--- config.mk ---
export PLATFORM = sky130hd
export DESIGN_NAME = data_mem_access_ctrl_flat
export DESIGN_NICKNAME = d
export VERILOG_FILES = /design/src/rtl/data_mem_access_ctrl_if.sv /design/src/rtl/data_mem_access_ctrl.sv /design/src/flat_wrapper.sv
export SDC_FILE = /design/constraint.sdc
export NUM_CORES = 1
export LEC_CHECK = 0
export ABC_AREA = 1
export CORE_MARGIN = 2
export CORE_UTILIZATION = 45
export DETAILED_ROUTE_END_ITERATION = 6
export HOLD_SLACK_MARGIN = 0.12
export PLACE_DENSITY = 0.79
export SLEW_MARGIN = 20
export SYNTH_ARGS = -nofsm -noshare
export SYNTH_HDL_FRONTEND = slang
export SYNTH_SLANG_ARGS = --single-unit
--- constraint.sdc ---
create_clock -name i_clk -period 5.3 [get_ports i_clk]
set_input_delay 0.795 -clock i_clk [delete_from_list [all_inputs] [get_ports i_clk]]
set_output_delay 0.795 -clock i_clk [all_outputs]
set_load 0.01 [all_outputs]
--- src/rtl/data_mem_access_ctrl_if.sv ---
// Signal bundle between the memory access controller, its two requesters and the data BRAM.
interface data_mem_access_ctrl_if #(
    parameter int ADDR_W = 10
);
    logic              i_pl_req;
    logic              i_pl_we;
    logic [2:0]        i_pl_type;
    logic [ADDR_W-1:0] i_pl_addr;
    logic [31:0]       i_pl_wdata;
    logic              o_pl_stall;
    logic              o_pl_valid;
    logic [31:0]       o_pl_rdata;
    logic              o_pl_misalign;

    logic              i_dbg_req;
    logic [ADDR_W-1:0] i_dbg_addr;
    logic              o_dbg_valid;
    logic [31:0]       o_dbg_rdata;

    logic              o_mem_en;
    logic [3:0]        o_mem_we;
    logic [ADDR_W-3:0] o_mem_addr;
    logic [31:0]       o_mem_wdata;
    logic [31:0]       i_mem_rdata;

    // A requester raises req and holds it until its one-cycle valid pulse, then drops or replaces it.
    modport slave (
        input  i_pl_req, i_pl_we, i_pl_type, i_pl_addr, i_pl_wdata,
        output o_pl_stall, o_pl_valid, o_pl_rdata, o_pl_misalign,
        input  i_dbg_req, i_dbg_addr,
        output o_dbg_valid, o_dbg_rdata,
        output o_mem_en, o_mem_we, o_mem_addr, o_mem_wdata,
        input  i_mem_rdata
    );

    modport master (
        output i_pl_req, i_pl_we, i_pl_type, i_pl_addr, i_pl_wdata,
        input  o_pl_stall, o_pl_valid, o_pl_rdata, o_pl_misalign,
        output i_dbg_req, i_dbg_addr,
        input  o_dbg_valid, o_dbg_rdata,
        input  o_mem_en, o_mem_we, o_mem_addr, o_mem_wdata,
        output i_mem_rdata
    );
endinterface

--- src/rtl/data_mem_access_ctrl.sv ---
// Arbitrates pipeline and debug accesses onto a single-port data BRAM, applying
// load/store lane selection, write enables, data replication and load extension.
module data_mem_access_ctrl #(
    parameter int ADDR_W   = 10,
    parameter int READ_LAT = 1
) (
    input  logic                   i_clk,
    input  logic                   i_reset,
    data_mem_access_ctrl_if.slave  bus,
    output logic [1:0]             o_fsm_state
);
    typedef enum logic [1:0] {S_IDLE, S_ISSUE, S_WAIT, S_DONE} state_e;
    typedef enum logic {OWN_PL, OWN_DBG} owner_e;

    state_e            state_q, state_d;
    owner_e            owner_q, owner_d;
    logic              store_q, store_d;
    logic [2:0]        type_q, type_d;
    logic [1:0]        lo_q, lo_d;
    logic [2:0]        cnt_q, cnt_d;
    logic              mem_en_q, mem_en_d;
    logic [3:0]        mem_we_q, mem_we_d;
    logic [ADDR_W-3:0] mem_addr_q, mem_addr_d;
    logic [31:0]       mem_wdata_q, mem_wdata_d;
    logic              pl_valid_q, pl_valid_d;
    logic              pl_mis_q, pl_mis_d;
    logic [31:0]       pl_rdata_q, pl_rdata_d;
    logic              dbg_valid_q, dbg_valid_d;
    logic [31:0]       dbg_rdata_q, dbg_rdata_d;

    logic              pl_is_byte, pl_is_half, pl_misaligned;
    logic              unused_dbg_lo;

    // Type encoding: [1:0]==00 byte, 01 half, anything else is a full word.
    assign pl_is_byte    = (bus.i_pl_type[1:0] == 2'b00);
    assign pl_is_half    = (bus.i_pl_type[1:0] == 2'b01);
    assign pl_misaligned = (pl_is_half && bus.i_pl_addr[0]) ||
                           (!pl_is_byte && !pl_is_half && (bus.i_pl_addr[1:0] != 2'b00));
    assign unused_dbg_lo = ^bus.i_dbg_addr[1:0];

    function automatic logic [3:0] we_mask(input logic [2:0] t, input logic [1:0] lo);
        if (t[1:0] == 2'b00)      we_mask = 4'b0001 << lo;
        else if (t[1:0] == 2'b01) we_mask = lo[1] ? 4'b1100 : 4'b0011;
        else                      we_mask = 4'b1111;
    endfunction

    function automatic logic [31:0] replicate(input logic [2:0] t, input logic [31:0] d);
        if (t[1:0] == 2'b00)      replicate = {4{d[7:0]}};
        else if (t[1:0] == 2'b01) replicate = {2{d[15:0]}};
        else                      replicate = d;
    endfunction

    function automatic logic [31:0] extract(input logic [31:0] word, input logic [2:0] t,
                                            input logic [1:0] lo);
        logic [7:0]  b;
        logic [15:0] h;
        b = word[{lo, 3'b000} +: 8];
        h = lo[1] ? word[31:16] : word[15:0];
        case (t)
            3'b000:  extract = {{24{b[7]}}, b};
            3'b100:  extract = {24'h0, b};
            3'b001:  extract = {{16{h[15]}}, h};
            3'b101:  extract = {16'h0, h};
            default: extract = word;
        endcase
    endfunction

    always_comb begin
        state_d     = state_q;
        owner_d     = owner_q;
        store_d     = store_q;
        type_d      = type_q;
        lo_d        = lo_q;
        cnt_d       = cnt_q;
        mem_en_d    = 1'b0;
        mem_we_d    = 4'b0000;
        mem_addr_d  = mem_addr_q;
        mem_wdata_d = mem_wdata_q;
        pl_valid_d  = 1'b0;
        pl_mis_d    = 1'b0;
        pl_rdata_d  = pl_rdata_q;
        dbg_valid_d = 1'b0;
        dbg_rdata_d = dbg_rdata_q;
        case (state_q)
            S_IDLE: begin
                // Memory outputs are registered, so the ISSUE-cycle values are loaded here.
                if (bus.i_dbg_req) begin
                    owner_d    = OWN_DBG;
                    store_d    = 1'b0;
                    type_d     = 3'b011;
                    lo_d       = 2'b00;
                    state_d    = S_ISSUE;
                    mem_en_d   = 1'b1;
                    mem_addr_d = bus.i_dbg_addr[ADDR_W-1:2];
                end else if (bus.i_pl_req) begin
                    owner_d = OWN_PL;
                    store_d = bus.i_pl_we;
                    type_d  = bus.i_pl_type;
                    lo_d    = bus.i_pl_addr[1:0];
                    if (pl_misaligned) begin
                        state_d    = S_DONE;
                        pl_valid_d = 1'b1;
                        pl_mis_d   = 1'b1;
                    end else begin
                        state_d    = S_ISSUE;
                        mem_en_d   = 1'b1;
                        mem_addr_d = bus.i_pl_addr[ADDR_W-1:2];
                        if (bus.i_pl_we) begin
                            mem_we_d    = we_mask(bus.i_pl_type, bus.i_pl_addr[1:0]);
                            mem_wdata_d = replicate(bus.i_pl_type, bus.i_pl_wdata);
                        end
                    end
                end
            end
            S_ISSUE: begin
                if (store_q) begin
                    state_d    = S_DONE;
                    pl_valid_d = 1'b1;
                end else begin
                    state_d = S_WAIT;
                    cnt_d   = 3'(READ_LAT);
                end
            end
            S_WAIT: begin
                cnt_d = cnt_q - 3'd1;
                if (cnt_q == 3'd1) begin
                    state_d = S_DONE;
                    if (owner_q == OWN_DBG) begin
                        dbg_valid_d = 1'b1;
                        dbg_rdata_d = bus.i_mem_rdata;
                    end else begin
                        pl_valid_d = 1'b1;
                        pl_rdata_d = extract(bus.i_mem_rdata, type_q, lo_q);
                    end
                end
            end
            S_DONE: state_d = S_IDLE;
            default: state_d = S_IDLE;
        endcase
    end

    always_ff @(posedge i_clk or posedge i_reset) begin
        if (i_reset) begin
            state_q     <= S_IDLE;
            owner_q     <= OWN_PL;
            store_q     <= 1'b0;
            type_q      <= 3'b000;
            lo_q        <= 2'b00;
            cnt_q       <= 3'd0;
            mem_en_q    <= 1'b0;
            mem_we_q    <= 4'b0000;
            mem_addr_q  <= '0;
            mem_wdata_q <= 32'h0;
            pl_valid_q  <= 1'b0;
            pl_mis_q    <= 1'b0;
            pl_rdata_q  <= 32'h0;
            dbg_valid_q <= 1'b0;
            dbg_rdata_q <= 32'h0;
        end else begin
            state_q     <= state_d;
            owner_q     <= owner_d;
            store_q     <= store_d;
            type_q      <= type_d;
            lo_q        <= lo_d;
            cnt_q       <= cnt_d;
            mem_en_q    <= mem_en_d;
            mem_we_q    <= mem_we_d;
            mem_addr_q  <= mem_addr_d;
            mem_wdata_q <= mem_wdata_d;
            pl_valid_q  <= pl_valid_d;
            pl_mis_q    <= pl_mis_d;
            pl_rdata_q  <= pl_rdata_d;
            dbg_valid_q <= dbg_valid_d;
            dbg_rdata_q <= dbg_rdata_d;
        end
    end

    assign bus.o_pl_stall    = bus.i_pl_req && !(state_q == S_DONE && owner_q == OWN_PL);
    assign bus.o_pl_valid    = pl_valid_q;
    assign bus.o_pl_misalign = pl_mis_q;
    assign bus.o_pl_rdata    = pl_rdata_q;
    assign bus.o_dbg_valid   = dbg_valid_q;
    assign bus.o_dbg_rdata   = dbg_rdata_q;
    assign bus.o_mem_en      = mem_en_q;
    assign bus.o_mem_we      = mem_we_q;
    assign bus.o_mem_addr    = mem_addr_q;
    assign bus.o_mem_wdata   = mem_wdata_q;
    assign o_fsm_state       = state_q;
endmodule

--- src/flat_wrapper.sv ---
// flat-port wrapper written by rule: the top's interface ports become plain ports
module data_mem_access_ctrl_flat 
#(
    parameter int ADDR_W   = 10,
    parameter int READ_LAT = 1
)
  (i_clk, i_reset, o_fsm_state, bus_i_pl_req, bus_i_pl_we, bus_i_pl_type, bus_i_pl_addr, bus_i_pl_wdata, bus_o_pl_stall, bus_o_pl_valid, bus_o_pl_rdata, bus_o_pl_misalign, bus_i_dbg_req, bus_i_dbg_addr, bus_o_dbg_valid, bus_o_dbg_rdata, bus_o_mem_en, bus_o_mem_we, bus_o_mem_addr, bus_o_mem_wdata, bus_i_mem_rdata);
  data_mem_access_ctrl_if #(.ADDR_W(ADDR_W)) bus_i ();
  input  logic i_clk;
  input  logic i_reset;
  output logic [1:0] o_fsm_state;
  input wire logic [$bits(bus_i.i_pl_req)-1:0] bus_i_pl_req;
  input wire logic [$bits(bus_i.i_pl_we)-1:0] bus_i_pl_we;
  input wire logic [$bits(bus_i.i_pl_type)-1:0] bus_i_pl_type;
  input wire logic [$bits(bus_i.i_pl_addr)-1:0] bus_i_pl_addr;
  input wire logic [$bits(bus_i.i_pl_wdata)-1:0] bus_i_pl_wdata;
  output wire logic [$bits(bus_i.o_pl_stall)-1:0] bus_o_pl_stall;
  output wire logic [$bits(bus_i.o_pl_valid)-1:0] bus_o_pl_valid;
  output wire logic [$bits(bus_i.o_pl_rdata)-1:0] bus_o_pl_rdata;
  output wire logic [$bits(bus_i.o_pl_misalign)-1:0] bus_o_pl_misalign;
  input wire logic [$bits(bus_i.i_dbg_req)-1:0] bus_i_dbg_req;
  input wire logic [$bits(bus_i.i_dbg_addr)-1:0] bus_i_dbg_addr;
  output wire logic [$bits(bus_i.o_dbg_valid)-1:0] bus_o_dbg_valid;
  output wire logic [$bits(bus_i.o_dbg_rdata)-1:0] bus_o_dbg_rdata;
  output wire logic [$bits(bus_i.o_mem_en)-1:0] bus_o_mem_en;
  output wire logic [$bits(bus_i.o_mem_we)-1:0] bus_o_mem_we;
  output wire logic [$bits(bus_i.o_mem_addr)-1:0] bus_o_mem_addr;
  output wire logic [$bits(bus_i.o_mem_wdata)-1:0] bus_o_mem_wdata;
  input wire logic [$bits(bus_i.i_mem_rdata)-1:0] bus_i_mem_rdata;
  assign bus_i.i_pl_req = bus_i_pl_req;
  assign bus_i.i_pl_we = bus_i_pl_we;
  assign bus_i.i_pl_type = bus_i_pl_type;
  assign bus_i.i_pl_addr = bus_i_pl_addr;
  assign bus_i.i_pl_wdata = bus_i_pl_wdata;
  assign bus_o_pl_stall = bus_i.o_pl_stall;
  assign bus_o_pl_valid = bus_i.o_pl_valid;
  assign bus_o_pl_rdata = bus_i.o_pl_rdata;
  assign bus_o_pl_misalign = bus_i.o_pl_misalign;
  assign bus_i.i_dbg_req = bus_i_dbg_req;
  assign bus_i.i_dbg_addr = bus_i_dbg_addr;
  assign bus_o_dbg_valid = bus_i.o_dbg_valid;
  assign bus_o_dbg_rdata = bus_i.o_dbg_rdata;
  assign bus_o_mem_en = bus_i.o_mem_en;
  assign bus_o_mem_we = bus_i.o_mem_we;
  assign bus_o_mem_addr = bus_i.o_mem_addr;
  assign bus_o_mem_wdata = bus_i.o_mem_wdata;
  assign bus_i.i_mem_rdata = bus_i_mem_rdata;
  data_mem_access_ctrl #(.ADDR_W(ADDR_W), .READ_LAT(READ_LAT)) u_core (.i_clk(i_clk), .i_reset(i_reset), .bus(bus_i), .o_fsm_state(o_fsm_state));
endmodule
Fig. 1: clock network drawn from the DEF
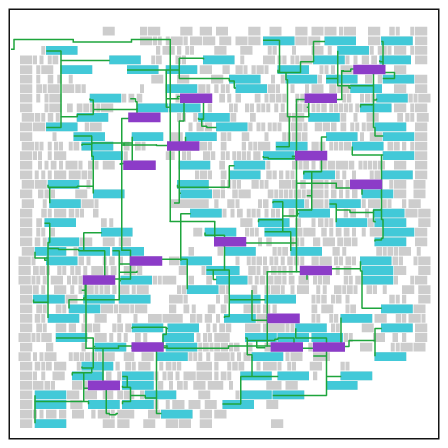
clock drivers -> purple  # count 17
flip-flops -> cyan  # count 124
clock wires -> green  # length 1600 um
routed clock nets = 18
Final Skew: 6.81 ps
P_clk: 1.07 mW
later-pin clock latency in the skew report: 420 ps
clock share of power: 0.215

Fig. 2: placement view
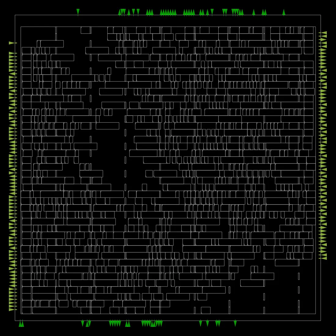
fill count: 1127
fin cells: 1169
FFs & Latches: 124
standard-cell row count: 42

==> summary.txt <==
Here are the numbers from the latest Yosys + OpenROAD run.

The run finished with clean final reports. The via count of the first global-routing pass is 5388. The time the final worst path needs with I/O delays and setup is 2940 ps. The share of synthesized area in the top cell type comes to 0.498. The max-cap check violation count came out at 0.

The count of endpoints failing setup in the final report came out at 0. The hold path depth came out at 2. The arrival time of data at the worst endpoint is listed as 2150 ps. The maximum clock insertion buffer count came out at 2.

The cell total in the yosys stat output came out at just under 800. The flow reports power dissipated in combinational cells as 2.17 mW. Once placement finished, the instance area stood at approximately 8300 sq um. Summing all flip-flop and latch instances after layout gives 3100 sq um. The global route total overflow is 0.

The endpoint of the worst setup timing path is bus_o_pl_stall. Looking at the cell usage after synthesis, the top flip-flop cell is sky130_fd_sc_hd__dfrtp_1. The tally of unique sky130hd cells used after synthesis came out at 33. Signal nets in the final route climb as high as met4.

In the post-synthesis netlist, the cell with the most instances is sky130_fd_sc_hd__nand2_1. The width of the chip is 122 um. The total stage count of the critical path came out at 4. The peak clock frequency supported by timing came out at 340 MHz. The number of nets still failing antenna checks after routing came out at 0. The vias per cell is a little under 5.

In the final report, the number of pins over their slew limit comes to 0. The non-clock buffer total of the final layout came out at 206. The number of tap instances is 176. Per STA, the highest per-stage delay on the worst path measures 570 ps. The final timing summary puts the cycle share of the worst path at 0.555. The sequential power share is 0.346.

For met1 alone, demand over resource in global routing was 0.301. By area, the combinational part of the netlist is dominated by simple AND/OR/NAND/NOR gates. The wire length the detailed router placed on met1 came out at 7060 um. Headroom to the max-slew limit came out at 0.334. The average footprint of a synthesized cell is 7.84 sq um. The number of buffers added to fix hold violations after cts is 0. Per the detail_route log, met2 wirelength is 7830 um. The final count of hold timing violations came out at 0. Summed over all nets, wire length on met3 after detailed routing comes to 1710 um. The total chip power came out at 4.96 mW. The die covers 14800 sq um. STA classifies the critical path endpoint as an output pin. The sequential power reported by the tool is 1.72 mW. The switching component of the power is 1.77 mW. The first-pass GRT wire length came out at around 27000 um. The layout has 22 clock buffers. The most common logic cell in the final layout is sky130_fd_sc_hd__nand2_1. The start-to-end type of the worst setup path is input pin to output pin.

The synthesized chip area reported by yosys is around 6200 sq um. The min-delay analysis places its worst path in the category register to register. The area fraction in mux cells is 0.

After routing the design area is 8810 sq um. The vertical die dimension came out at 122 um. The number of signal-net inverters in the final layout is 117. Sorting the synthesized cells by area gives the leading types as sky130_fd_sc_hd__dfrtp_1 50%, sky130_fd_sc_hd__nand2_1 14%, sky130_fd_sc_hd__inv_1 6.7%. Entering global routing, the biggest net connects approximately 70 pins. The final core utilization is 0.657. The fraction of power spent switching nets is 0.357.

The number of DRC violations after detailed-routing iteration 0 came out at 460. In this run the most used layer during global routing was met2. Among the stages of the critical path, the cell type that occurs most often is sky130_fd_sc_hd__clkdlybuf4s50_1. Of the total power, combinational logic draws 0.438. The power group with the largest share is combinational cells. Sorting the synthesized cells by how often they occur yields 233 x sky130_fd_sc_hd__nand2_1, 124 x sky130_fd_sc_hd__dfrtp_1, 111 x sky130_fd_sc_hd__inv_1. The H-tree level count is 4. Clock tree synthesis selected as its root buffer the cell sky130_fd_sc_hd__clkbuf_16. The met2 track utilization from global routing came out at 0.380. The synthesized netlist occupies a cell area of 6230 sq um. Counting both buffers and inverters, the worst setup path holds a total of 3. The area fraction in compound gates came out at 0.122.

The length in cells of the worst reg-to-reg path came out at 6. Per the layout area report, the sequential fraction of cell area is 0.352. The minimum setup slack among reg-to-reg paths is between 2000 and 3000 ps.

The largest delay contributor family on the critical path is buffers and inverters. The share of the core filled by cells before placement came out at 0.465. TritonCTS built the clock tree.

The area added between synthesis and finish came out at 41.4%. The destination of the worst register-to-register timing path is u_core.bus.o_dbg_rdata[22].
Fig. 3: signal wires by layer
Bar = 20 um.
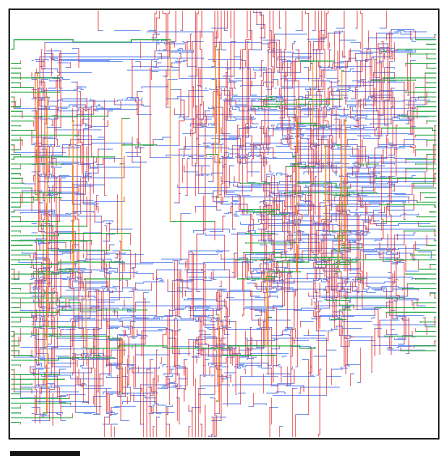
metal 4 -> orange  # wire length 580 um
metal 2 -> red  # wire length 7830 um
metal 3 -> green  # wire length 1710 um
metal 1 -> blue  # wire length 7060 um
global router's overall resource usage: 0.242
vias after detailed routing: 5767
routed length per placed instance: 14.7 um
Final Routed Wirelength: 17200 um

Power and IR drop assume default switching activity.
